--- src/rtl/lsu_ctrl.sv ---
// lsu_ctrl: load/store unit between execute and a word-addressed data memory.
//
// One request per transaction on a valid/ready handshake. The unit forms the
// effective address and turns the RV32I funct3 into byte strobes and
// lane-shifted store data. Loads wait a fixed MEM_LAT cycles for read data, which
// is then sign- or zero-extended. Illegal requests are flagged on resp_err_o.
//
// Parameter
//   MEM_LAT       read latency from mem_re_o to valid mem_rdata_i (1..4)
// Build option
//   LSU_MISALIGN_TRAP_EN  defined: misaligned H/W requests report resp_err_o
//                         with no memory access. Undefined: the low address
//                         bits are cleared and the access goes ahead.
// Ports
//   clk_i, rst_ni                  clock, async active-low reset
//   req_valid_i / req_ready_o      request handshake
//   req_opcode_i, req_funct3_i     load/store opcode and access size
//   req_base_i, req_imm_i          effective address operands
//   req_wdata_i                    store data (rs2)
//   resp_valid_o / resp_ready_i    response handshake
//   resp_rdata_o, resp_err_o       extended load data, error flag
//   mem_addr_o                     word address ea[31:2]
//   mem_we_o, mem_wstrb_o          one-cycle write strobe and byte enables
//   mem_wdata_o                    lane-shifted write data
//   mem_re_o, mem_rdata_i          one-cycle read strobe, read word

module lsu_ctrl #(
    parameter int unsigned MEM_LAT = 1
) (
    input  logic        clk_i,
    input  logic        rst_ni,
    input  logic        req_valid_i,
    output logic        req_ready_o,
    input  logic [6:0]  req_opcode_i,
    input  logic [2:0]  req_funct3_i,
    input  logic [31:0] req_base_i,
    input  logic [31:0] req_imm_i,
    input  logic [31:0] req_wdata_i,
    output logic        resp_valid_o,
    input  logic        resp_ready_i,
    output logic [31:0] resp_rdata_o,
    output logic        resp_err_o,
    output logic [29:0] mem_addr_o,
    output logic        mem_we_o,
    output logic [3:0]  mem_wstrb_o,
    output logic [31:0] mem_wdata_o,
    output logic        mem_re_o,
    input  logic [31:0] mem_rdata_i
);

    typedef enum logic [1:0] {StIdle, StAccess, StWait, StResp} state_e;

    state_e      state_q;
    logic [2:0]  cnt_q;
    logic [2:0]  funct3_q;
    logic [1:0]  off_q;
    logic        err_q;
    logic        is_load_q;
    logic        req_ready_q, resp_valid_q, resp_err_q, mem_we_q, mem_re_q;
    logic [31:0] resp_rdata_q, mem_wdata_q;
    logic [29:0] mem_addr_q;
    logic [3:0]  mem_wstrb_q;

    // Request decode, evaluated on the incoming request in IDLE.
    logic [31:0] ea, ea_eff, wdata_sh;
    logic        is_load, is_store, illegal, misal, req_err;
    logic [3:0]  wstrb;

    always_comb begin
        ea       = req_base_i + req_imm_i;
        is_load  = (req_opcode_i == 7'b0000011);
        is_store = (req_opcode_i == 7'b0100011);
        illegal  = !((is_load && (req_funct3_i inside {3'b000, 3'b001, 3'b010, 3'b100, 3'b101}))
                  || (is_store && (req_funct3_i inside {3'b000, 3'b001, 3'b010})));
        misal    = ((req_funct3_i[1:0] == 2'b01) && ea[0])
                || ((req_funct3_i[1:0] == 2'b10) && (ea[1:0] != 2'b00));
`ifdef LSU_MISALIGN_TRAP_EN
        req_err  = illegal || misal;
        ea_eff   = ea;
`else
        req_err  = illegal;
        ea_eff   = ea;
        // Force alignment: clear the low bits a half or word cannot use.
        if (req_funct3_i[1:0] == 2'b01) ea_eff[0]   = 1'b0;
        if (req_funct3_i[1:0] == 2'b10) ea_eff[1:0] = 2'b00;
`endif
        case (req_funct3_i[1:0])
            2'b00:   wstrb = 4'b0001 << ea_eff[1:0];
            2'b01:   wstrb = 4'b0011 << ea_eff[1:0];
            default: wstrb = 4'b1111;
        endcase
        wdata_sh = req_wdata_i << {ea_eff[1:0], 3'b000};
    end

    // Load data extraction from the returned word.
    logic [31:0] lane, load_data;

    always_comb begin
        lane = mem_rdata_i >> {off_q, 3'b000};
        case (funct3_q)
            3'b000:  load_data = {{24{lane[7]}}, lane[7:0]};
            3'b001:  load_data = {{16{lane[15]}}, lane[15:0]};
            3'b010:  load_data = lane;
            3'b100:  load_data = {24'd0, lane[7:0]};
            3'b101:  load_data = {16'd0, lane[15:0]};
            default: load_data = 32'd0;
        endcase
    end

    // Strobes are set on the accepting edge so they are visible during ACCESS.
    always_ff @(posedge clk_i or negedge rst_ni) begin
        if (!rst_ni) begin
            state_q      <= StIdle;
            cnt_q        <= 3'd0;
            funct3_q     <= 3'd0;
            off_q        <= 2'd0;
            err_q        <= 1'b0;
            is_load_q    <= 1'b0;
            req_ready_q  <= 1'b1;
            resp_valid_q <= 1'b0;
            resp_err_q   <= 1'b0;
            resp_rdata_q <= 32'd0;
            mem_addr_q   <= 30'd0;
            mem_we_q     <= 1'b0;
            mem_re_q     <= 1'b0;
            mem_wstrb_q  <= 4'd0;
            mem_wdata_q  <= 32'd0;
        end else begin
            case (state_q)
                StIdle: begin
                    if (req_valid_i) begin
                        state_q     <= StAccess;
                        req_ready_q <= 1'b0;
                        funct3_q    <= req_funct3_i;
                        off_q       <= ea_eff[1:0];
                        err_q       <= req_err;
                        is_load_q   <= is_load;
                        mem_addr_q  <= ea_eff[31:2];
                        if (!req_err) begin
                            if (is_store) begin
                                mem_we_q    <= 1'b1;
                                mem_wstrb_q <= wstrb;
                                mem_wdata_q <= wdata_sh;
                            end else begin
                                mem_re_q <= 1'b1;
                            end
                        end
                    end
                end
                StAccess: begin
                    mem_we_q    <= 1'b0;
                    mem_re_q    <= 1'b0;
                    mem_wstrb_q <= 4'd0;
                    mem_wdata_q <= 32'd0;
                    if (err_q || !is_load_q) begin
                        state_q      <= StResp;
                        resp_valid_q <= 1'b1;
                        resp_err_q   <= err_q;
                        resp_rdata_q <= 32'd0;
                        mem_addr_q   <= 30'd0;
                    end else begin
                        state_q <= StWait;
                        cnt_q   <= MEM_LAT[2:0];
                    end
                end
                StWait: begin
                    // Counter reaching zero on this edge: read data is valid now.
                    if (cnt_q <= 3'd1) begin
                        cnt_q        <= 3'd0;
                        state_q      <= StResp;
                        resp_valid_q <= 1'b1;
                        resp_err_q   <= 1'b0;
                        resp_rdata_q <= load_data;
                        mem_addr_q   <= 30'd0;
                    end else begin
                        cnt_q <= cnt_q - 3'd1;
                    end
                end
                StResp: begin
                    if (resp_ready_i) begin
                        state_q      <= StIdle;
                        resp_valid_q <= 1'b0;
                        resp_err_q   <= 1'b0;
                        resp_rdata_q <= 32'd0;
                        req_ready_q  <= 1'b1;
                    end
                end
                default: state_q <= StIdle;
            endcase
        end
    end

    assign req_ready_o  = req_ready_q;
    assign resp_valid_o = resp_valid_q;
    assign resp_rdata_o = resp_rdata_q;
    assign resp_err_o   = resp_err_q;
    assign mem_addr_o   = mem_addr_q;
    assign mem_we_o     = mem_we_q;
    assign mem_wstrb_o  = mem_wstrb_q;
    assign mem_wdata_o  = mem_wdata_q;
    assign mem_re_o     = mem_re_q;

endmodule

--- config.mk ---
export PLATFORM = sky130hd
export DESIGN_NAME = lsu_ctrl
export DESIGN_NICKNAME = d
export VERILOG_FILES = /design/src/rtl/lsu_ctrl.sv
export SDC_FILE = /design/constraint.sdc
export NUM_CORES = 1
export LEC_CHECK = 0
export CORE_ASPECT_RATIO = 1.5
export CORE_UTILIZATION = 45
export CTS_BUF_LIST = sky130_fd_sc_hd__clkbuf_8
export DETAILED_ROUTE_END_ITERATION = 10
export PLACE_DENSITY = 0.89
export SYNTH_ARGS = -nofsm -noshare
export SYNTH_HDL_FRONTEND = slang
export SYNTH_SLANG_ARGS = --single-unit
--- constraint.sdc ---
create_clock -name clk_i -period 3.5 [get_ports clk_i]
set_input_delay 0.7 -clock clk_i [delete_from_list [all_inputs] [get_ports clk_i]]
set_output_delay 0.7 -clock clk_i [all_outputs]
set_load 0.01 [all_outputs]
**Run 1: clock routing**

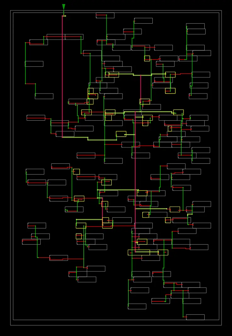
Clock group: 1190 uW
Late-Pin Clk Latency: 0.44 ns

**Run 1: signal wires on met1**

Drawn at 1.5 px/um. Supply wires on this layer in grey.
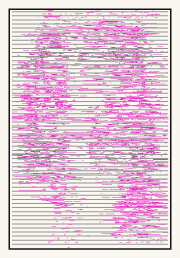
share of all routed wire: 36%
wire length on this layer: 8590 um
longest straight run: 36.8 um

**Run 1: clock distribution**

Drawn at 2 px/um.
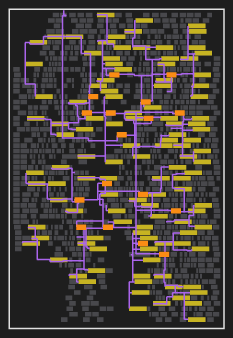
[orange] clock drivers | count: 17
[purple] clock wires | length: 1580 um
[yellow] flip-flops | count: 115
flops lie: spread over the die

==> impl_metrics.csv, run 1 <==
group,metric,value,unit
pwr,comb_power_share,51.5,%
synthesis,yosys-stat-area,0.007386,mm^2
final_timing,final.setup.tns,0,ns
synthesis,seq_area_frac_synth,38.98,%
finish,nFillCells,1334,
critical_path,reg2reg_to,"mem_wdata_o[27]",
pwr,vdd.ir_drop.worst,0.3757,mV
synthesis,synth_cells,843,
critical_path,crit_end,"mem_addr_o[22]",
route,ant_nets,0,
route,post_drt_wl_per_cell,18.33,um
grt,grt_busiest_layer,"met2",
final_timing,setup_violations,0,
finish,drive_above_1_share,9.506,%
clock_tree,tritoncts,"yes",
critical_path,cp_cell_sequence,"clkdlybuf4s50_1, ha_1, inv_1, fa_1, nor2b_1, o2111ai_1, a21oi_2, o21ai_2, a211oi_1, o21ai_0, a32o_1",
critical_path,crit_path_start_kind,"primary input",
floorplanning,rows,57,
pwr,totalPowerFinal,6361,uW
critical_path,startpoint,"req_base_i[0]",
critical_path,critPathMaxStageDelay,0.50,ns
synthesis,ys_types,70,
critical_path,cpMaxStageDelayCell,"clkdlybuf4s50_1",
pwr,swShare,42.25,%
floorplanning,die_h,158.9,um
critical_path,path_buffers,2,
critical_path,critPathRequiredTime,3.82,ns
finish,regArea,0.002879,mm^2
critical_path,crit_fanout,4,
synthesis,synthArstFlopShare,100.0,%
floorplanning,nWellTaps,206,
pwr,power.leakage,0.004398,uW
critical_path,arrival,3.35,ns
grt,globalRouteMet2Util,51.82,%
route,wirelength_met1,8.590,mm
route,met2_length,12.69,mm
final_timing,skew,0.01888,ns
synthesis,netlist_top_cells_area,"dfrtp_1, nand2_1, a21oi_1",
synthesis,yosysTopAreaCell,"dfrtp_1",
finish,fin_nets,1262,
synthesis,top_cell_area_share,38.62,%
grt,grtUsageTotal,28.32,%
synthesis,synth_stat.cells,843,
grt,met1_usage,30.45,%
synthesis,edf_count,0,
final_timing,fmax,329.9,MHz
job,cap_violations,0,
pwr,seq-power,1900,uW
status,status,"completed",
clock_tree,post-cts-setup-buffer-count,0,
synthesis,yosys_most_used_dff,"dfrtp_1",
finish,combGateArea,0.004264,mm^2
## run 1: per-stage QoR
step | hold WS [ns] | area (um^2) | instances
after global routing | 0.2463 | 10450 | 1300
after global placement | 0.4585 | 10070 | 1268
after detailed placement | 0.4656 | 10070 | 1268
after floorplan | 0.4044 | 7386 | 843
after CTS | 0.2258 | 10450 | 1300
final | 0.2243 | 10450 | 1301
## run 1: state kept, by name, indices dropped and copies added (netlist names), 2 cells and up
| register | flops |
|---|---|
| off_q | 2 |
| cnt_q | 3 |
| resp_rdata_o | 32 |
| funct3_q | 3 |
| state_q | 2 |
| mem_wdata_o | 32 |
| mem_addr_o | 30 |
| mem_wstrb_o | 4 |
## Run 2: what changed since run 1
--- a/config.mk
+++ b/config.mk
@@ -9,6 +9,7 @@
 export CORE_UTILIZATION = 45
 export CTS_BUF_LIST = sky130_fd_sc_hd__clkbuf_8
 export DETAILED_ROUTE_END_ITERATION = 10
+export HOLD_SLACK_MARGIN = 0.05
 export PLACE_DENSITY = 0.89
 export SYNTH_ARGS = -nofsm -noshare
 export SYNTH_HDL_FRONTEND = slang
==> run 2 against run 1 <==
Flip-flop count did not move. Routed wire length stayed put. Largest cell class unchanged. Largest power group unchanged. Setup slack stayed put.
==> impl_metrics.csv, run 2 <==
group,metric,value,unit
status,status,"completed",
pwr,vdd.ir_drop.worst,0.3757,mV
finish,drive_above_1_share,9.506,%
job,cap_violations,0,
critical_path,crit_fanout,4,
route,post_drt_wl_per_cell,18.33,um
synthesis,ys_types,70,
finish,dominant_cells,"combinational gates",
finish,nFillCells,1334,
floorplanning,initial_core_util,45.82,%
synthesis,seq_area_frac_synth,38.98,%
route,drt_iter0_markers,407,
synthesis,top_cell_area_share,38.62,%
critical_path,reg2reg_to,"mem_wdata_o[27]",
critical_path,cp_cell_sequence,"clkdlybuf4s50_1, ha_1, inv_1, fa_1, nor2b_1, o2111ai_1, a21oi_2, o21ai_2, a211oi_1, o21ai_0, a32o_1",
final_timing,final.setup.tns,0,ns
critical_path,critPathMaxStageDelay,0.50,ns
pwr,swShare,42.25,%
pwr,p_int,3674,uW
synthesis,yosys-stat-area,0.007386,mm^2
grt,grtUsageTotal,28.32,%
route,met2_length,12.69,mm
grt,grt_pass1_wl,37.67,mm
final_timing,setup_violations,0,
critical_path,cpMaxStageDelayCell,"clkdlybuf4s50_1",
finish,buffer_area_share,24.98,%
critical_path,ff2ff_path_depth,7,
floorplanning,nWellTaps,206,
synthesis,yosys_most_used_dff,"dfrtp_1",
floorplanning,die_h,158.9,um
critical_path,rrSetupSlack,0.99,ns
synthesis,synth_stat.cells,843,
finish,regArea,0.002879,mm^2
synthesis,yosysTopAreaCell,"dfrtp_1",
finish,fin_nets,1262,
critical_path,crit_end,"mem_addr_o[22]",
floorplanning,die_w,106.6,um
critical_path,arrival,3.35,ns
grt,globalRouteMet2Util,51.82,%
pwr,totalPowerFinal,6361,uW
critical_path,critPathRequiredTime,3.82,ns
critical_path,reg2reg_from,"state_q[0]",
synthesis,synthArstFlopShare,100.0,%
pwr,power.leakage,0.004398,uW
finish,combGateArea,0.004264,mm^2
synthesis,synth_cells,843,
clock_tree,post-cts-setup-buffer-count,0,
critical_path,crit_path_start_kind,"primary input",
route,drcViolationCount,0,
final_timing,fmax,329.9,MHz
route,ant_nets,0,
floorplanning,rows,57,
pwr,pg_clk,1190,uW
pwr,comb_power_share,51.5,%
route,wirelength,23.84,mm
critical_path,path_buffers,2,
pwr,seq-power,1900,uW
synthesis,edf_count,0,
route,wirelength_met1,8.590,mm
critical_path,startpoint,"req_base_i[0]",
final_timing,slew_headroom,18.25,%
pwr,power_frac_seq,29.9,%
synthesis,netlist_top_cells_area,"dfrtp_1, nand2_1, a21oi_1",
route,maxUsedRoutingLayer,"met4",
synthesis,common_cells,"nand2_1, dfrtp_1, a21oi_1",
grt,met1_usage,30.45,%
final_timing,whs,0.2243,ns
place,dpl.hpwl,18.27,mm
clock_tree,clk-insertion-delay-late,0.44,ns
grt,grt_busiest_layer,"met2",
clock_tree,tritoncts,"yes",
critical_path,worstSetupPathType,"primary input to flip-flop",
==> run 2: through the flow <==
| stage | instance area, um^2 | std cells |
|---|---|---|
| 5_1_grt | 10450 | 1300 |
| 3_5_place_dp | 10070 | 1268 |
| 3_3_place_gp | 10070 | 1268 |
| 6_report | 10450 | 1301 |
| 4_1_cts | 10450 | 1300 |
| 2_1_floorplan | 7386 | 843 |
==> run 2: logic make-up (layout without fill, tap and decap cells) <==
kind of cell,count (synthesis),in the layout,synth area share (%)
AND/OR/NAND/NOR,263,263,16.70
AND-OR/OR-AND,301,301,25.70
multiplexers,40,40,5.624
adder cells (fa/ha/maj),39,39,6.709
buffers and inverters,61,312,3.337
other,0,1,0
XOR/XNOR,24,24,2.948
flip-flops,115,115,38.98
**Run 2: clock distribution**

Drawn at 2 px/um.
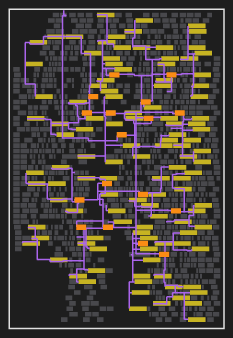
Clock Power Share: 18.7%
Setup Skew: 0.01888 ns

## Run 3: what changed since run 2
--- a/config.mk
+++ b/config.mk
@@ -10,6 +10,7 @@
 export CTS_BUF_LIST = sky130_fd_sc_hd__clkbuf_8
 export DETAILED_ROUTE_END_ITERATION = 10
 export HOLD_SLACK_MARGIN = 0.05
+export MAX_ROUTING_LAYER = met4
 export PLACE_DENSITY = 0.89
 export SYNTH_ARGS = -nofsm -noshare
 export SYNTH_HDL_FRONTEND = slang
==> run 3 against run 2 <==
Flip-flop count is the same. Utilization grew 0.34 points. Hold slack gained 0.065 ns. Routed wire length grew 1.0%. Clock-buffer cell count grew 1. Non-clock buffer count is the same.
==> impl_metrics.csv, run 3 <==
group,metric,value,unit
status,status,"completed",
critical_path,critPathMaxStageDelay,0.50,ns
floorplanning,die_w,106.6,um
pwr,clkPwrFrac,20.9,%
critical_path,path_buffers,2,
critical_path,crit_fanout,4,
synthesis,ys_sh_mux,5.624,%
place,placed_cells,1268,
synthesis,compound_area_share,25.70,%
synthesis,seq_area_frac_synth,38.98,%
synthesis,netlist_top_cells_area,"dfrtp_1, nand2_1, a21oi_1",
synthesis,yosys-stat-area,0.007386,mm^2
route,drcViolationCount,0,
pwr,comb_power_share,49.8,%
synthesis,synthArstFlopShare,100.0,%
synthesis,common_cells,"nand2_1, dfrtp_1, a21oi_1",
place,dpl.hpwl,18.60,mm
clock_tree,clk-insertion-delay-late,0.43,ns
synthesis,simple_gate_share,16.70,%
grt,grt_busiest_layer,"met2",
grt,met1_usage,31.09,%
finish,fin_nets,1262,
synthesis,ys_types,70,
route,post_drt_wl_per_cell,18.51,um
grt,globalRouteMet2Util,52.23,%
route,maxUsedRoutingLayer,"met4",
synthesis,edf_count,0,
pwr,power.leakage,0.004433,uW
route,drt_iter0_markers,383,
pwr,power_frac_seq,29.3,%
route,wirelength_met1,8.638,mm
synthesis,ys_sh_adder,6.708,%
finish,combGateArea,0.004264,mm^2
pwr,swShare,41.14,%
route,wirelength,24.08,mm
pwr,p_int,3830,uW
finish,instances_no_fill,1301,
synthesis,xor_area_share,2.948,%
place,placed_cell_area,0.01007,mm^2
synthesis,synth.logic.top_family,"AND-OR/OR-AND gates",
finish,drive_above_1_share,9.506,%
finish,final_cell_area,0.01050,mm^2
finish,regArea,0.002879,mm^2
[run 3: cell type report]
| type | instances | share of cell area [%] |
|---|---|---|
| multi-input cells | 667 | 40.60 |
| flip-flops and latches | 115 | 27.41 |
| repair buffers | 265 | 24.85 |
| clock buffers | 19 | 2.490 |
| well taps | 206 | 2.454 |
| clock inverters | 13 | 1.632 |
| inverters | 15 | 0.5361 |
| diodes | 1 | 0.02383 |
[run 3: power by group through the flow]
stage / clock, uW / sequential, uW / combinational (uW)
after floorplan: 0 / 1990 / 1800
after global placement: 0 / 1900 / 3150
after detailed placement: 0 / 1920 / 3230
after CTS: 1380 / 1900 / 3240
after global routing: 1450 / 1940 / 3530
final: 1360 / 1910 / 3240
**Run 3: M3 wires**

Drawn at 3 px/um.
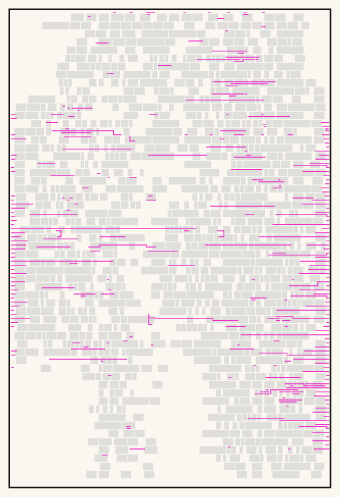
main direction: horizontal
share of all routed wire: 6.0%

Power figures rest on the tool's default switching activity, not on a simulated workload.
